==> config.mk <==
export PLATFORM = sky130hd
export DESIGN_NAME = uart_tx_framer
export DESIGN_NICKNAME = d
export VERILOG_FILES = /design/src/rtl/uart_tx_framer.sv
export SDC_FILE = /design/constraint.sdc
export NUM_CORES = 1
export LEC_CHECK = 0
export ABC_AREA = 1
export CAP_MARGIN = 30
export CELL_PAD_IN_SITES_DETAIL_PLACEMENT = 0
export CELL_PAD_IN_SITES_GLOBAL_PLACEMENT = 1
export CORE_MARGIN = 5
export CORE_UTILIZATION = 32
export DETAILED_ROUTE_END_ITERATION = 16
export PLACE_DENSITY = 0.83
export SYNTH_ARGS = -nofsm -noshare
export SYNTH_HDL_FRONTEND = slang
export SYNTH_SLANG_ARGS = --single-unit
==> constraint.sdc <==
create_clock -name clk -period 1.7 [get_ports clk]
set_input_delay 0.34 -clock clk [delete_from_list [all_inputs] [get_ports clk]]
set_output_delay 0.34 -clock clk [all_outputs]
set_load 0.02 [all_outputs]
==> src/rtl/uart_tx_framer.sv <==
// UART transmit framer: takes bytes over valid/ready and emits start, 8 data bits
// LSB-first, optional parity and 1-2 stop bits, pacing each bit from an external flex counter.
module uart_tx_framer #(
  parameter int COUNTSIZE    = 1024,
  parameter int CLKS_PER_BIT = 868,
  parameter int PARITY_EN    = 0,
  parameter int PARITY_ODD   = 0,
  parameter int STOP_BITS    = 1,
  localparam int COUNTWIDTH  = $clog2(COUNTSIZE)
) (
  input  logic                  clk,
  input  logic                  RST,
  input  logic [7:0]            tx_data,
  input  logic                  tx_valid,
  output logic                  tx_ready,
  output logic                  tx_out,
  output logic                  busy,
  output logic                  enableCounter,
  output logic [COUNTWIDTH-1:0] maxCount,
  input  logic                  strobe
);

  typedef enum logic [2:0] {
    IDLE   = 3'd0,
    START  = 3'd1,
    DATA   = 3'd2,
    PARITY = 3'd3,
    STOP   = 3'd4
  } state_t;

  localparam logic PAR_ODD   = 1'(PARITY_ODD);
  localparam logic LAST_STOP = 1'(STOP_BITS - 1);

  state_t      state_q, state_d;
  logic [7:0]  shift_q, shift_d;
  logic [2:0]  idx_q, idx_d;
  logic        stop_q, stop_d;
  logic        par_q, par_d;
  logic        tx_out_q, tx_out_d;
  logic        ready_q, ready_d;
  logic        busy_q, busy_d;
  logic        en_q, en_d;

  assign maxCount      = COUNTWIDTH'(CLKS_PER_BIT - 1);
  assign tx_out        = tx_out_q;
  assign tx_ready      = ready_q;
  assign busy          = busy_q;
  assign enableCounter = en_q;

  // Outputs are computed for the state being entered so they appear registered
  // in the same cycle the state register changes.
  always_comb begin
    state_d  = state_q;
    shift_d  = shift_q;
    idx_d    = idx_q;
    stop_d   = stop_q;
    par_d    = par_q;
    tx_out_d = tx_out_q;
    ready_d  = ready_q;
    busy_d   = busy_q;
    en_d     = en_q;
    unique case (state_q)
      IDLE: begin
        if (tx_valid && ready_q) begin
          shift_d  = tx_data;
          par_d    = (^tx_data) ^ PAR_ODD;
          state_d  = START;
          tx_out_d = 1'b0;
          en_d     = 1'b1;
          busy_d   = 1'b1;
          ready_d  = 1'b0;
        end
      end
      START: begin
        if (strobe) begin
          state_d  = DATA;
          idx_d    = '0;
          tx_out_d = shift_q[0];
        end
      end
      DATA: begin
        if (strobe) begin
          if (idx_q == 3'd7) begin
            stop_d = 1'b0;
            if (PARITY_EN != 0) begin
              state_d  = PARITY;
              tx_out_d = par_q;
            end else begin
              state_d  = STOP;
              tx_out_d = 1'b1;
            end
          end else begin
            shift_d  = shift_q >> 1;
            idx_d    = idx_q + 3'd1;
            tx_out_d = shift_q[1];
          end
        end
      end
      PARITY: begin
        if (strobe) begin
          state_d  = STOP;
          stop_d   = 1'b0;
          tx_out_d = 1'b1;
        end
      end
      STOP: begin
        if (strobe) begin
          if (stop_q == LAST_STOP) begin
            state_d  = IDLE;
            tx_out_d = 1'b1;
            en_d     = 1'b0;
            busy_d   = 1'b0;
            ready_d  = 1'b1;
          end else begin
            stop_d = stop_q + 1'b1;
          end
        end
      end
      default: begin
        state_d  = IDLE;
        tx_out_d = 1'b1;
        en_d     = 1'b0;
        busy_d   = 1'b0;
        ready_d  = 1'b1;
      end
    endcase
  end

  always_ff @(posedge clk) begin
    if (RST) begin
      state_q  <= IDLE;
      shift_q  <= '0;
      idx_q    <= '0;
      stop_q   <= 1'b0;
      par_q    <= 1'b0;
      tx_out_q <= 1'b1;
      ready_q  <= 1'b1;
      busy_q   <= 1'b0;
      en_q     <= 1'b0;
    end else begin
      state_q  <= state_d;
      shift_q  <= shift_d;
      idx_q    <= idx_d;
      stop_q   <= stop_d;
      par_q    <= par_d;
      tx_out_q <= tx_out_d;
      ready_q  <= ready_d;
      busy_q   <= busy_d;
      en_q     <= en_d;
    end
  end

endmodule

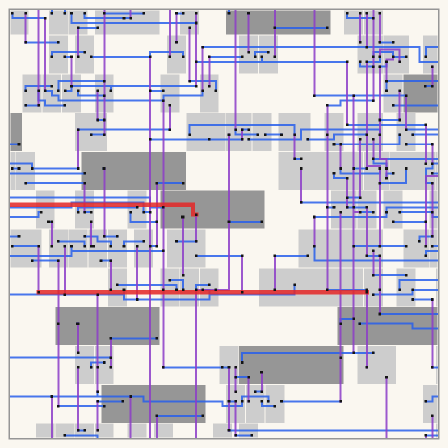
**Above:** run 1 (zoomed window).
Window x 18 to 48, y 18 to 48 um. Cells in grey, sequential cells in the stronger grey; small squares are vias.
- purple: metal 2
- blue: metal 1
- red: metal 3
- netlist names of flops here include: shift_q (5)
- cells with their middle in the window: 71
- sequential cells in the window: 7
- most frequent: nand2_1 (20), nor2_1 (18), dfxtp_1 (7)

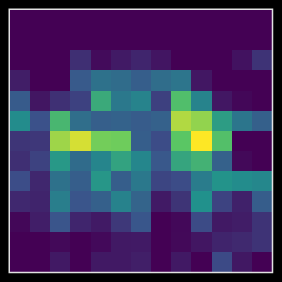
**Above:** run 1 (wiring heat map).
Scale: 4 px per um. 13 x 13 tiles, from dark purple (low) to yellow (high), scaled to the fullest tile. Values are wire area over tile area, all layers added.
- tiles over half the peak: 12%
- mean over tiles: 0.072
- densest ninth of the die: centre

==> flow_summary_export.csv, run 1 <==
group,metric,value,unit
finish,logic_gate_count,117,
worst_setup_path,cpLargestDelayFamily,"buffers and inverters",
worst_setup_path,endpoint,"tx_ready",
finish,logic_area,514,sq um
worst_setup_path,critical_path_depth,1,
power_and_ir_drop,swShare,0.424,
detailed_routing,met1Wirelength,867,um
synth,common_cells,"54 x nand2_1, 28 x nor2_1, 17 x dfxtp_1",
place,gp_congestion,0.839,
clock_tree,clkTransAtPathRegs,0.10,ns
floorplan,io_pins,26,
min_path,whs_endpoint,"shift_q[7]",
finish,fin_area,0.00116,sq mm
place,placed_cells,199,
place,io_buffers,15,
worst_setup_path,arrival,1.26,ns
worst_setup_path,r2r_slack,0.21,ns
global_route,track_usage,0.0949,
detailed_routing,drc,0,
place,postPlaceCellArea,0.00113,sq mm
power_and_ir_drop,power_frac_seq,0.359,
clock_tree,post-cts-setup-buffer-count,0,
power_and_ir_drop,p_leak,0.576,nW
final_timing,slew_viol_final,0,
global_route,antenna_found_initial,0,
synth,syn_avg_cell_area,6.34,sq um
global_route,grt_pass1_wl,3160,um
outcome,status,"finished, final reports clean",
synth,synth_seq_share,0.346,
clock_tree,ctsHoldBuffers,0,
finish,fill_cells,342,
final_timing,layout_setup_ws,0.0995,ns
detailed_routing,dr_total_vias,880,
finish,n_all_inverters,15,
finish,signal_buffers,17,
detailed_routing,wire_per_inst,9.39,um
clock_tree,clkSinkCount,17,
finish,seq_area,340,sq um
floorplan,die_h,65.4,um
clock_tree,cts_buffers,3,
finish,largest_cell_class,"multi-input combinational cells",
worst_setup_path,crit_fanout,3,
global_route,grt_util_met2,0.152,
final_timing,rsz0062_at_grt,"no",
worst_setup_path,critPathLaunchType,"register",
clock_tree,post_cts_resized,0,
floorplan,chipArea,0.00428,sq mm
min_path,hold_class,"reg2reg",
worst_setup_path,max_stage_delay,0.61,ns
final_timing,timing.final.crit_share,0.941,
power_and_ir_drop,finalPower,0.00173,W
floorplan,coreArea,0.00300,sq mm
final_timing,setup_viol,0,
worst_setup_path,path_class,"reg2out",
detailed_routing,wl_met3,149,um
worst_setup_path,r2r_end,"idx_q[2]",
detailed_routing,ant_nets,0,
finish,drive_above_1_share,0.0647,
job,cap_violations,0,
synth,topCellsByArea,"dfxtp_1 35%, nand2_1 21%, nor2_1 11%, buf_4 8.4%, nand3_1 5.6%",
clock_tree,clk_path_buf_depth,2,
synth,top_cell_area_share,0.346,
final_timing,tns,0,ns
place,pre_cts_slack,0.0632,ns
clock_tree,cts_root_buf,"clkbuf_4",
detailed_routing,route.met2.wl,878,um
global_route,grtUsageMet1,0.112,
power_and_ir_drop,power_frac_comb,0.512,
min_path,min_from,"shift_q[7]",
floorplan,floorplan.core_util,0.327,
synth,numSynthFlops,17,
final_timing,period_minus_slack,1.60,ns
synth,synth_cell_types,19,
clock_tree,cts_tree,"done",
clock_tree,cts_max_level,1,
place,dp_hpwl,1460,um
worst_setup_path,crit_chain,"clkdlybuf4s50_1",
worst_setup_path,reg2regPathDepth,8,
finish,layout_top_cells,"54 x nand2_1, 28 x nor2_1, 17 x dfxtp_1",
worst_setup_path,crit_start,"tx_ready",
detailed_routing,via_per_inst,4.33,
finish,final_common_cell,"nand2_1",
finish,comb_area_share,0.445,
synth,ys_warn_count,0,
floorplan,floorplan.rows,20,
global_route,use_met3,0.0496,
synth,yosys.area.top_type,"dfxtp_1",
power_and_ir_drop,p_clk_frac,0.129,
finish,stdcell_count,203,
synth,syn_inst,155,
synth,async_flop_share,0,
finish,layout.nets,185,
job,tool_warnings,26,
worst_setup_path,reg2reg_from,"idx_q[0]",
finish,seq-cell-share,0.294,
detailed_routing,top_layer,"met4",
power_and_ir_drop,vdd_drop_max,749,uV
finish,seq_cells,17,
floorplan,taps,33,
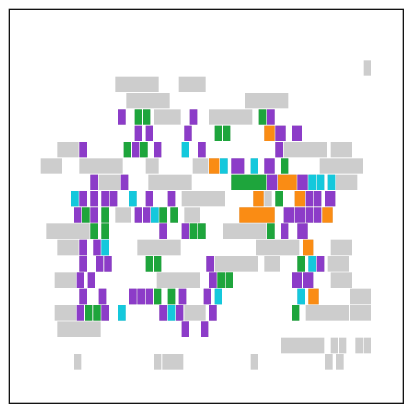
**Above:** run 1 (selected gate families).
Scale: 6 px per um.
- purple: nand cells (cells 66)
- cyan: inv cells (cells 15)
- orange: aoi and oai cells (cells 9)
- green: nor cells (cells 29)

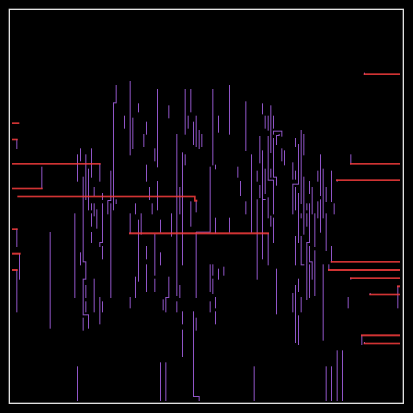
**Above:** run 1 (metal layers overlaid).
Scale: 6 px per um. Only two layers are drawn.
- red: metal 3 (wire length 149 um)
- purple: metal 2 (wire length 878 um)

[run 1: power groups by stage]
stage	combinational, W	sequential, W	clock (W)
after floorplan	0.000652	0.000647	0
after global placement	0.000892	0.000630	0
after detailed placement	0.000898	0.000636	0
after CTS	0.000902	0.000626	0.000234
after global routing	0.00102	0.000644	0.000256
final	0.000889	0.000623	0.000223
[run 1: state kept, by name, indices dropped and copies added (netlist names)]
register       flops
idx_q              3
tx_out             1
state_q            3
tx_ready           1
shift_q            8
enableCounter      1
[run 1: logic make-up after synthesis]
logic type               Yosys count  synth area share
AND/OR/NAND/NOR                   96             0.398
flip-flops                        17             0.346
AND-OR/OR-AND                      9            0.0611
other                              2           0.00764
buffers and inverters             29             0.162
adder cells (fa/ha/maj)            2            0.0254
==> run 1 -> run 2 <==
- CORE_MARGIN: 5 -> 2
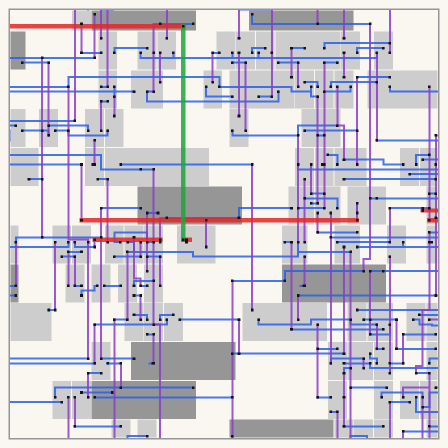
**Above:** run 2 (zoomed window).
Window x 15 to 45, y 15 to 45 um. Cells in grey, sequential cells in the stronger grey; small squares are vias.
- red: metal 3
- purple: metal 2
- green: metal 4
- blue: metal 1
- sequential cells in the window: 6
- cells with their middle in the window: 75
- most frequent: nand2_1 (25), nor2_1 (16)
- netlist names of flops here include: shift_q (3), idx_q (2)

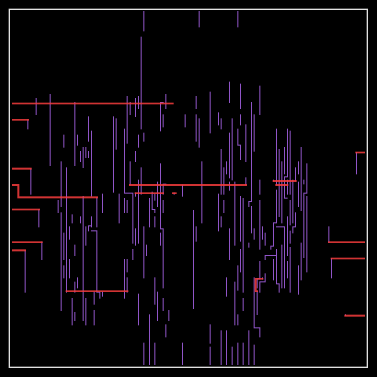
**Above:** run 2 (metal layers overlaid).
Scale: 6 px per um. Only two layers are drawn.
- red: metal 3 (wire length 119 um)
- purple: metal 2 (wire length 922 um)

==> run 2 against run 1 <==
Net effect:
- die size down 17%
- fmax shrank 0.81%
- non-clock buffer count is 1 higher
- cell count is 0.49% higher
- cell area is 0.65% higher
- critical path type unchanged
- largest cell class unchanged
==> flow_summary_export.csv, run 2 <==
group,metric,value,unit
outcome,status,"finished, final reports clean",
worst_setup_path,cpLargestDelayFamily,"buffers and inverters",
finish,fin_area,0.00116,sq mm
finish,comb_area_share,0.442,
clock_tree,cts_max_level,1,
finish,largest_cell_class,"multi-input combinational cells",
synth,top_cell_area_share,0.346,
finish,final_common_cell,"nand2_1",
finish,seq_area,340,sq um
finish,largest_reg_flops,8,
power_and_ir_drop,power_frac_seq,0.359,
finish,seq-cell-share,0.292,
detailed_routing,drc,0,
place,postPlaceCellArea,0.00114,sq mm
place,dp_hpwl,1440,um
final_timing,tns,0,ns
synth,syn_inst,155,
clock_tree,cts_tree,"done",
detailed_routing,wire_per_inst,9.49,um
clock_tree,clk_path_buf_depth,2,
synth,ys_warn_count,0,
floorplan,floorplan.core_util,0.330,
clock_tree,cts_root_buf,"clkbuf_4",
power_and_ir_drop,comb_cell_power,0.000898,W
final_timing,timing.final.crit_share,0.949,
worst_setup_path,arrival,1.27,ns
synth,synth_seq_share,0.346,
job,cap_violations,0,
finish,layout.nets,186,
worst_setup_path,reg2reg_from,"idx_q[0]",
floorplan,die_h,59.4,um
worst_setup_path,crit_start,"tx_ready",
synth,async_flop_share,0,
final_timing,rsz0062_at_grt,"no",
final_timing,period_minus_slack,1.61,ns
synth,topCellsByArea,"dfxtp_1 35%, nand2_1 21%, nor2_1 11%, buf_4 8.4%, nand3_1 5.6%",
finish,seq_cells,17,
clock_tree,ctsHoldBuffers,0,
synth,synth_cell_types,19,
worst_setup_path,max_stage_delay,0.61,ns
finish,n_all_inverters,15,
place,io_buffers,15,
worst_setup_path,r2r_slack,0.23,ns
min_path,min_from,"shift_q[4]",
finish,regMostFlops,"shift_q",
final_timing,setup_viol,0,
power_and_ir_drop,power_frac_comb,0.513,
synth,syn_avg_cell_area,6.34,sq um
detailed_routing,via_per_inst,4.38,
clock_tree,post-cts-setup-buffer-count,0,
finish,logic_gate_count,117,
worst_setup_path,endpoint,"tx_ready",
finish,drive_above_1_share,0.0702,
min_path,whs_endpoint,"shift_q[4]",
worst_setup_path,path_class,"reg2out",
synth,common_cells,"54 x nand2_1, 28 x nor2_1, 17 x dfxtp_1",
worst_setup_path,critical_path_depth,1,
worst_setup_path,reg2regPathDepth,9,
worst_setup_path,crit_fanout,3,
power_and_ir_drop,swShare,0.429,
place,gp_congestion,0.775,
floorplan,taps,33,
synth,ys_sh_mux,0,
global_route,antenna_found_initial,0,
detailed_routing,dr_total_vias,894,
power_and_ir_drop,clk-power,0.000224,W
run 2: per-stage QoR:
| stage | utilization | hold slack, ns | setup WS (ns) | instances | total power (W) |
|---|---|---|---|---|---|
| after floorplan | - | 0.409 | 0.298 | 163 | 0.00130 |
| after global placement | 0.382 | 0.466 | 0.0774 | 200 | 0.00152 |
| after detailed placement | 0.382 | 0.473 | 0.0408 | 200 | 0.00154 |
| after CTS | 0.391 | 0.496 | 0.0728 | 204 | 0.00178 |
| after global routing | 0.391 | 0.516 | 0.0336 | 204 | 0.00193 |
| final | 0.391 | 0.494 | 0.0864 | 204 | 0.00175 |
run 2: metal layers:
layer	vias up	track usage	share of wire
met5	-	0	0
met4	0	0.0260	0.0072
met3	2	0.0459	0.061
met2	24	0.204	0.48
met1	390	0.142	0.45
li1	478	-	-
Power and IR drop assume default switching activity.
